--- src/rtl/uart_pkg.sv ---
// uart_pkg
// Shared definitions for the configurable UART transmitter and the matching
// receiver: parity mode encodings, FSM state encodings, data-bit clamp limits,
// and small helpers that turn raw configuration inputs into legal values.
// No ports (package).

package uart_pkg;

  // Width of the payload carried through the FIFO (largest frame is 9 bits).
  localparam int PAYLOAD_W = 9;

  // Legal range for the number of data bits per frame.
  localparam logic [3:0] DATA_BITS_MIN = 4'd5;
  localparam logic [3:0] DATA_BITS_MAX = 4'd9;

  typedef enum logic [1:0] {
    PAR_NONE = 2'd0,
    PAR_EVEN = 2'd1,
    PAR_ODD  = 2'd2
  } parity_e;

  typedef enum logic [2:0] {
    ST_IDLE   = 3'd0,
    ST_START  = 3'd1,
    ST_DATA   = 3'd2,
    ST_PARITY = 3'd3,
    ST_STOP   = 3'd4
  } state_e;

  // Force a requested data-bit count into the supported 5..9 window.
  function automatic logic [3:0] clamp_data_bits(input logic [3:0] d);
    if (d < DATA_BITS_MIN) return DATA_BITS_MIN;
    if (d > DATA_BITS_MAX) return DATA_BITS_MAX;
    return d;
  endfunction

  // The reserved mode value 3 behaves like "no parity".
  function automatic parity_e decode_parity(input logic [1:0] m);
    if (m == 2'd1) return PAR_EVEN;
    if (m == 2'd2) return PAR_ODD;
    return PAR_NONE;
  endfunction

endpackage

--- src/rtl/uart_tx_cfg_if.sv ---
// uart_tx_cfg_if
// Ready/valid word channel from an on-chip producer into the UART transmitter.
// Signals:
//   data  - frame payload, LSB sent first (PAYLOAD_W bits)
//   valid - producer presents a word
//   ready - transmitter can accept the word this cycle
// Modports: master (producer side), slave (transmitter side).

interface uart_tx_cfg_if;
  import uart_pkg::*;

  logic [PAYLOAD_W-1:0] data;
  logic                 valid;
  logic                 ready;

  modport master (output data, output valid, input ready);
  modport slave  (input data, input valid, output ready);

endinterface

--- src/rtl/uart_tx_fifo.sv ---
// uart_tx_fifo
// Small synchronous FIFO holding words waiting to be transmitted.
// Ports:
//   clk, rst     - clock, asynchronous active-high reset (empties the FIFO)
//   push, wdata  - write request and word; ignored while full
//   pop          - read request; ignored while empty
//   rdata        - word at the head (valid while not empty)
//   full, empty  - status derived from the registered occupancy
//   level        - number of words currently stored

module uart_tx_fifo
  import uart_pkg::*;
#(
  parameter int DEPTH = 4,
  parameter int LVL_W = $clog2(DEPTH) + 1
) (
  input  logic                 clk,
  input  logic                 rst,
  input  logic                 push,
  input  logic [PAYLOAD_W-1:0] wdata,
  input  logic                 pop,
  output logic [PAYLOAD_W-1:0] rdata,
  output logic                 full,
  output logic                 empty,
  output logic [LVL_W-1:0]     level
);

  localparam int AW = $clog2(DEPTH);
  localparam logic [LVL_W-1:0] DEPTH_L = LVL_W'(DEPTH);

  logic [PAYLOAD_W-1:0] mem [DEPTH];
  logic [AW-1:0]        wr_ptr;
  logic [AW-1:0]        rd_ptr;
  logic [LVL_W-1:0]     count;
  logic                 do_push;
  logic                 do_pop;

  assign full    = (count == DEPTH_L);
  assign empty   = (count == '0);
  assign level   = count;
  assign rdata   = mem[rd_ptr];
  assign do_push = push && !full;
  assign do_pop  = pop && !empty;

  // Storage array; contents need no reset because the pointers and count
  // define which entries are meaningful.
  always_ff @(posedge clk) begin
    if (do_push) mem[wr_ptr] <= wdata;
  end

  // Pointers wrap naturally since DEPTH is a power of two; a simultaneous
  // push and pop leaves the count unchanged.
  always_ff @(posedge clk or posedge rst) begin
    if (rst) begin
      wr_ptr <= '0;
      rd_ptr <= '0;
      count  <= '0;
    end else begin
      if (do_push) wr_ptr <= wr_ptr + AW'(1);
      if (do_pop)  rd_ptr <= rd_ptr + AW'(1);
      if (do_push && !do_pop)      count <= count + LVL_W'(1);
      else if (do_pop && !do_push) count <= count - LVL_W'(1);
    end
  end

endmodule

--- src/rtl/uart_tx_cfg.sv ---
// uart_tx_cfg
// Runtime-configurable UART transmitter with a buffered ready/valid input.
// Frame format (5..9 data bits, none/even/odd parity, 1 or 2 stop bits) and
// the baud divisor are captured when a word is popped from the FIFO, so
// configuration changes only affect frames that start afterwards.
// Ports:
//   clk, rst    - clock, asynchronous active-high reset
//   s           - producer channel (slave modport): data/valid in, ready out
//   baud_div    - clocks per bit, 0 behaves as 1
//   data_bits   - data bits per frame, clamped to 5..9
//   parity_mode - 0 none, 1 even, 2 odd, 3 none
//   stop2       - 1 selects two stop bits
//   tx          - registered serial output, idle high
//   busy        - a frame is in progress
//   fifo_level  - words waiting in the FIFO

module uart_tx_cfg
  import uart_pkg::*;
#(
  parameter int DIV_W      = 16,
  parameter int FIFO_DEPTH = 4,
  parameter int LVL_W      = $clog2(FIFO_DEPTH) + 1
) (
  input  logic             clk,
  input  logic             rst,
  uart_tx_cfg_if.slave     s,
  input  logic [DIV_W-1:0] baud_div,
  input  logic [3:0]       data_bits,
  input  logic [1:0]       parity_mode,
  input  logic             stop2,
  output logic             tx,
  output logic             busy,
  output logic [LVL_W-1:0] fifo_level
);

  localparam logic [DIV_W-1:0] ONE = DIV_W'(1);

  logic [PAYLOAD_W-1:0] head;
  logic                 full;
  logic                 empty;
  logic                 pop;
  logic                 load;

  state_e               state,    state_n;
  logic [DIV_W-1:0]     cnt,      cnt_n;
  logic [3:0]           bit_idx,  bit_idx_n;
  logic                 stop_idx, stop_idx_n;
  logic                 par_acc,  par_acc_n;
  logic [PAYLOAD_W-1:0] payload,  payload_n;
  logic [DIV_W-1:0]     div_m1,   div_m1_n;
  logic [3:0]           dbits,    dbits_n;
  parity_e              par,      par_n;
  logic                 two_stop, two_stop_n;
  logic                 tx_n;
  logic                 bit_end;

  uart_tx_fifo #(
    .DEPTH (FIFO_DEPTH),
    .LVL_W (LVL_W)
  ) u_fifo (
    .clk   (clk),
    .rst   (rst),
    .push  (s.valid),
    .wdata (s.data),
    .pop   (pop),
    .rdata (head),
    .full  (full),
    .empty (empty),
    .level (fifo_level)
  );

  assign s.ready = !full;

  // Comparing against the latched N-1 means the counter never runs past it.
  assign bit_end = (cnt == div_m1);

  // Next-state logic. A pop ("load") can happen from IDLE or at the end of
  // the last stop bit, which is what gives back-to-back frames with no gap.
  always_comb begin
    state_n    = state;
    cnt_n      = cnt;
    bit_idx_n  = bit_idx;
    stop_idx_n = stop_idx;
    par_acc_n  = par_acc;
    payload_n  = payload;
    div_m1_n   = div_m1;
    dbits_n    = dbits;
    par_n      = par;
    two_stop_n = two_stop;
    load       = 1'b0;
    pop        = 1'b0;

    if (state != ST_IDLE) cnt_n = bit_end ? '0 : cnt + ONE;

    case (state)
      ST_IDLE: begin
        if (!empty) load = 1'b1;
      end
      ST_START: begin
        if (bit_end) begin
          state_n   = ST_DATA;
          bit_idx_n = '0;
        end
      end
      ST_DATA: begin
        if (bit_end) begin
          par_acc_n = par_acc ^ payload[bit_idx];
          if (bit_idx == dbits - 4'd1) begin
            state_n    = (par == PAR_NONE) ? ST_STOP : ST_PARITY;
            stop_idx_n = 1'b0;
          end else begin
            bit_idx_n = bit_idx + 4'd1;
          end
        end
      end
      ST_PARITY: begin
        if (bit_end) begin
          state_n    = ST_STOP;
          stop_idx_n = 1'b0;
        end
      end
      ST_STOP: begin
        if (bit_end) begin
          if (two_stop && !stop_idx) stop_idx_n = 1'b1;
          else if (!empty)           load       = 1'b1;
          else                       state_n    = ST_IDLE;
        end
      end
      default: state_n = ST_IDLE;
    endcase

    // Capture the head word and the whole frame configuration together.
    if (load) begin
      pop        = 1'b1;
      state_n    = ST_START;
      cnt_n      = '0;
      payload_n  = head;
      div_m1_n   = (baud_div == '0) ? '0 : baud_div - ONE;
      dbits_n    = clamp_data_bits(data_bits);
      par_n      = decode_parity(parity_mode);
      two_stop_n = stop2;
      par_acc_n  = 1'b0;
    end
  end

  // The line level is computed from the next state so that tx can be a
  // plain register that only moves at bit boundaries.
  always_comb begin
    tx_n = 1'b1;
    case (state_n)
      ST_START:  tx_n = 1'b0;
      ST_DATA:   tx_n = payload_n[bit_idx_n];
      ST_PARITY: tx_n = par_acc_n ^ (par_n == PAR_ODD);
      default:   tx_n = 1'b1;
    endcase
  end

  // State and datapath registers; reset abandons any frame in flight.
  always_ff @(posedge clk or posedge rst) begin
    if (rst) begin
      state    <= ST_IDLE;
      cnt      <= '0;
      bit_idx  <= '0;
      stop_idx <= 1'b0;
      par_acc  <= 1'b0;
      payload  <= '0;
      div_m1   <= '0;
      dbits    <= DATA_BITS_MIN;
      par      <= PAR_NONE;
      two_stop <= 1'b0;
      tx       <= 1'b1;
      busy     <= 1'b0;
    end else begin
      state    <= state_n;
      cnt      <= cnt_n;
      bit_idx  <= bit_idx_n;
      stop_idx <= stop_idx_n;
      par_acc  <= par_acc_n;
      payload  <= payload_n;
      div_m1   <= div_m1_n;
      dbits    <= dbits_n;
      par      <= par_n;
      two_stop <= two_stop_n;
      tx       <= tx_n;
      busy     <= (state_n != ST_IDLE);
    end
  end

endmodule

--- src/flat_wrapper.sv ---
// flat-port wrapper written by rule: the top's interface ports become plain ports
module uart_tx_cfg_flat import uart_pkg::*;
#(
  parameter int DIV_W      = 16,
  parameter int FIFO_DEPTH = 4,
  parameter int LVL_W      = $clog2(FIFO_DEPTH) + 1
)
  (clk, rst, baud_div, data_bits, parity_mode, stop2, tx, busy, fifo_level, s_data, s_valid, s_ready);
  uart_tx_cfg_if s_i ();
  input  logic clk;
  input  logic rst;
  input  logic [DIV_W-1:0] baud_div;
  input  logic [3:0] data_bits;
  input  logic [1:0] parity_mode;
  input  logic stop2;
  output logic tx;
  output logic busy;
  output logic [LVL_W-1:0] fifo_level;
  input wire logic [$bits(s_i.data)-1:0] s_data;
  input wire logic [$bits(s_i.valid)-1:0] s_valid;
  output wire logic [$bits(s_i.ready)-1:0] s_ready;
  assign s_i.data = s_data;
  assign s_i.valid = s_valid;
  assign s_ready = s_i.ready;
  uart_tx_cfg #(.DIV_W(DIV_W), .FIFO_DEPTH(FIFO_DEPTH), .LVL_W(LVL_W)) u_core (.clk(clk), .rst(rst), .s(s_i), .baud_div(baud_div), .data_bits(data_bits), .parity_mode(parity_mode), .stop2(stop2), .tx(tx), .busy(busy), .fifo_level(fifo_level));
endmodule
--- config.mk ---
export PLATFORM = sky130hd
export DESIGN_NAME = uart_tx_cfg_flat
export DESIGN_NICKNAME = d
export VERILOG_FILES = /design/src/rtl/uart_pkg.sv /design/src/rtl/uart_tx_cfg_if.sv /design/src/rtl/uart_tx_fifo.sv /design/src/rtl/uart_tx_cfg.sv /design/src/flat_wrapper.sv
export SDC_FILE = /design/constraint.sdc
export NUM_CORES = 1
export LEC_CHECK = 0
export CELL_PAD_IN_SITES_DETAIL_PLACEMENT = 0
export CELL_PAD_IN_SITES_GLOBAL_PLACEMENT = 1
export CORE_ASPECT_RATIO = 0.6
export CORE_MARGIN = 2
export CORE_UTILIZATION = 51
export DETAILED_ROUTE_END_ITERATION = 8
export HOLD_SLACK_MARGIN = 0.15
export PLACE_DENSITY_LB_ADDON = 0.3
export SYNTH_ARGS = -nofsm -noshare
export SYNTH_HDL_FRONTEND = slang
export SYNTH_HIERARCHICAL = 1
export SYNTH_SLANG_ARGS = --single-unit
--- constraint.sdc ---
create_clock -name clk -period 8.4 [get_ports clk]
set_input_delay 0.84 -clock clk [delete_from_list [all_inputs] [get_ports clk]]
set_output_delay 0.84 -clock clk [all_outputs]
set_load 0.01 [all_outputs]
==> qor.txt <==
CTS tree = done
CP endpoint kind = register
Adder Area Share = 0.02569
Power Internal = 1119 µW
Fill cells = 795
Non-filler instance count after layout = 629
Worst slew pin tran = 1.065 ns
Cell total after placement = 613
# Taps = 135
Clock share of power = 0.243
Routed WL per cell = 16.58 µm
Postcts setup bufs = 0
Comb_multi_in = 317
Clock buffer count = 9
Flops after synth = 102
Final Core Density = 0.6052
DRC = 0
Clk cell area share = 0.04914
CTS max path bufs = 2
Setup-failing EPs final = 0
Largest cell class by area = sequential cells
Logic cell area = 0.002285 mm²
Post-route ant nets = 0
Total congestion overflow = 0
Sequential power = 801 µW
Total track usage = 0.2014
Main synth FF type = dfrtp_1
Layout area overhead = 15.41%
Routability cong. = 0.8483
Final period util = 0.4590
CTS clk-pin slew, worst paths = 0.07 ns
Non-clock buffers = 41
FMAX = 259.4 MHz
Final WS setup = 4.544 ns
Met3 wire len = 543 µm
Vias in the first global route = 3232
Buffering overhead = 0.06846
Fraction of area in registers = 0.4593
Post-place setup slack = 4.175 ns
Number of H-tree levels = 3
Fin Hold WS = 0.4995 ns
Combinational share of cell area = 0.3835
First-pass GRT wire length = 16760 µm
Tool Warnings = 29
HPWL after DPL = 7546 µm
Top cells by count = 63 x dfrtp_1, 62 x nand2_1, 36 x edfxtp_1, 36 x xor2_1, 35 x nor2_1
WP data arrival = 4.03 ns
Most common logic cells in the final layout = 63 x dfrtp_1, 62 x nand2_1, 40 x clkdlybuf4s50_1, 36 x xor2_1, 36 x edfxtp_1
Number of synthesized flops with an enable pin = 36
Rel. slew slack = 0.2820
Largest net degree at the start of global routing = 60
RSZ-0062 raised after global routing = no
Synth area leader = dfrtp_1
# hold bufs at CTS = 0
Die area = 0.01097 mm²
Clock group total power = 406 µW
Compound-Gate Fraction of Synth Area = 0.08798
DR iter-0 viols = 228
Most numerous logic cell after layout = dfrtp_1
Dominant comb cell = simple AND/OR/NAND/NOR gates
Sequential power share = 0.480
Share of cells above drive strength 1 = 0.1235
Antenna violations before repair = 0
Floorplan Nets = 498
Clk latency late pin = 0.34 ns
Yosys chip area = 0.005162 mm²
Nets = 534
Leak = 0.002363 µW
Hold Crit Class = reg2reg
Largest regs = u_core/u_fifo/mem: 36 flops, u_core/cnt: 16 flops, u_core/div_m1: 16 flops
Post-synth seq share = 0.5301
P_sw = 551.8 µW
Outcome = finished, final reports clean
Max Slew Vio Count = 0
Distinct cells, synth = 64
Combinational power = 463 µW
-- worst paths after layout --
kind	endpoint	cells past startpoint	slack, ns	from
worst max-delay path	u_core/div_m1[4]	10	4.54	baud_div[0]
worst min-delay path	u_core/dbits[3]	2	0.50	u_core/dbits[3]
worst max register to register	u_core/u_fifo/level[1]	11	4.70	u_core/cnt[3]
worst min register to register	u_core/dbits[3]	2	0.50	u_core/dbits[3]
max in group asynchronous	u_core/bit_idx[3]	3	6.83	rst
min in group asynchronous	u_core/u_fifo/level[1]	2	0.77	rst
-- critical path, delay by kind of cell --
family                     cells  cell delay (ns)
AOI/OAI and AO/OA              2             1.10
adders and majority gates      1             0.18
and+or+nand+nor                5             1.38
buffers and inverters          2             0.53
==> images/pinout.png <==
Scale: 4 px per µm. Pins as bars across the die edge, other pins in gray.
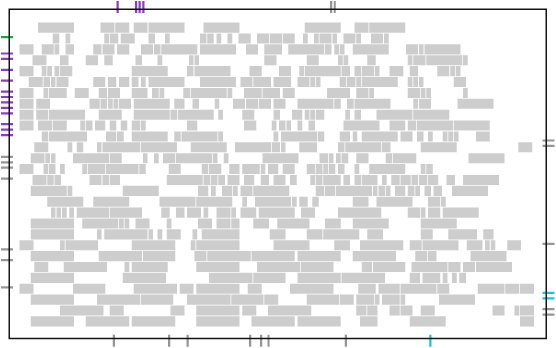
[`baud_div`] purple | pins: 16 | direction: input | edge: 12 west, 4 north
[`fifo_level`] cyan | pins: 3 | direction: output | edge: 2 east, 1 south
[`clk`] green | pins: 1 | direction: input | edge: west
Port-buffer cells: 40
Die X-Extent: 133.9 µm
Die Y: 81.93 µm

==> images/m1.png <==
Scale: 4 px per µm. Supply wires on this layer in gray.
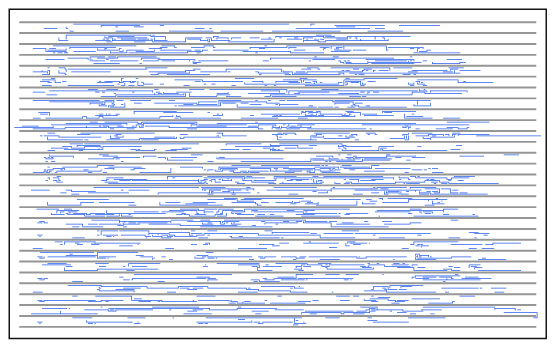
wire length on this layer: 5810 µm
main direction: horizontal
via count: 3415
met1 Use GR: 0.3230

==> images/placed.png <==
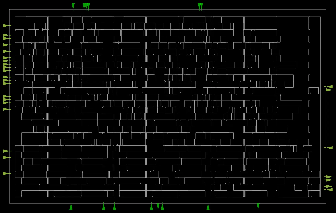
core area: 0.009844 mm²
sequential cell count: 102
row cnt: 28

==> images/m2.png <==
Scale: 3 px per µm. Cells faint in the background.
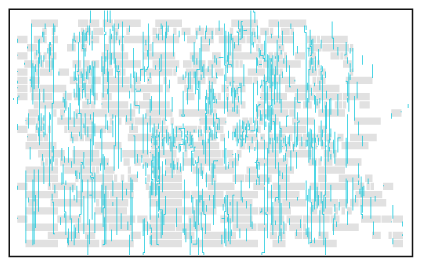
wire length on this layer: 4010 µm
longest straight run: 32.3 µm
share of all routed wire: 38%
nets with wire on the layer: 429
total wire length: 10430 µm
M2 GR Usage: 0.2692

==> images/m3.png <==
Scale: 4 px per µm.
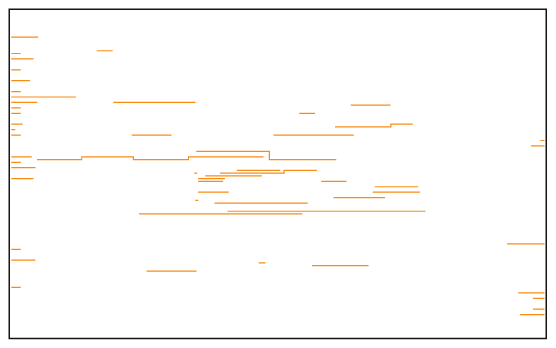
main direction: horizontal
share of all routed wire: 5.2%
grt met3 use: 0.04877

No activity file was given, so power comes from the tool's default toggle rates.
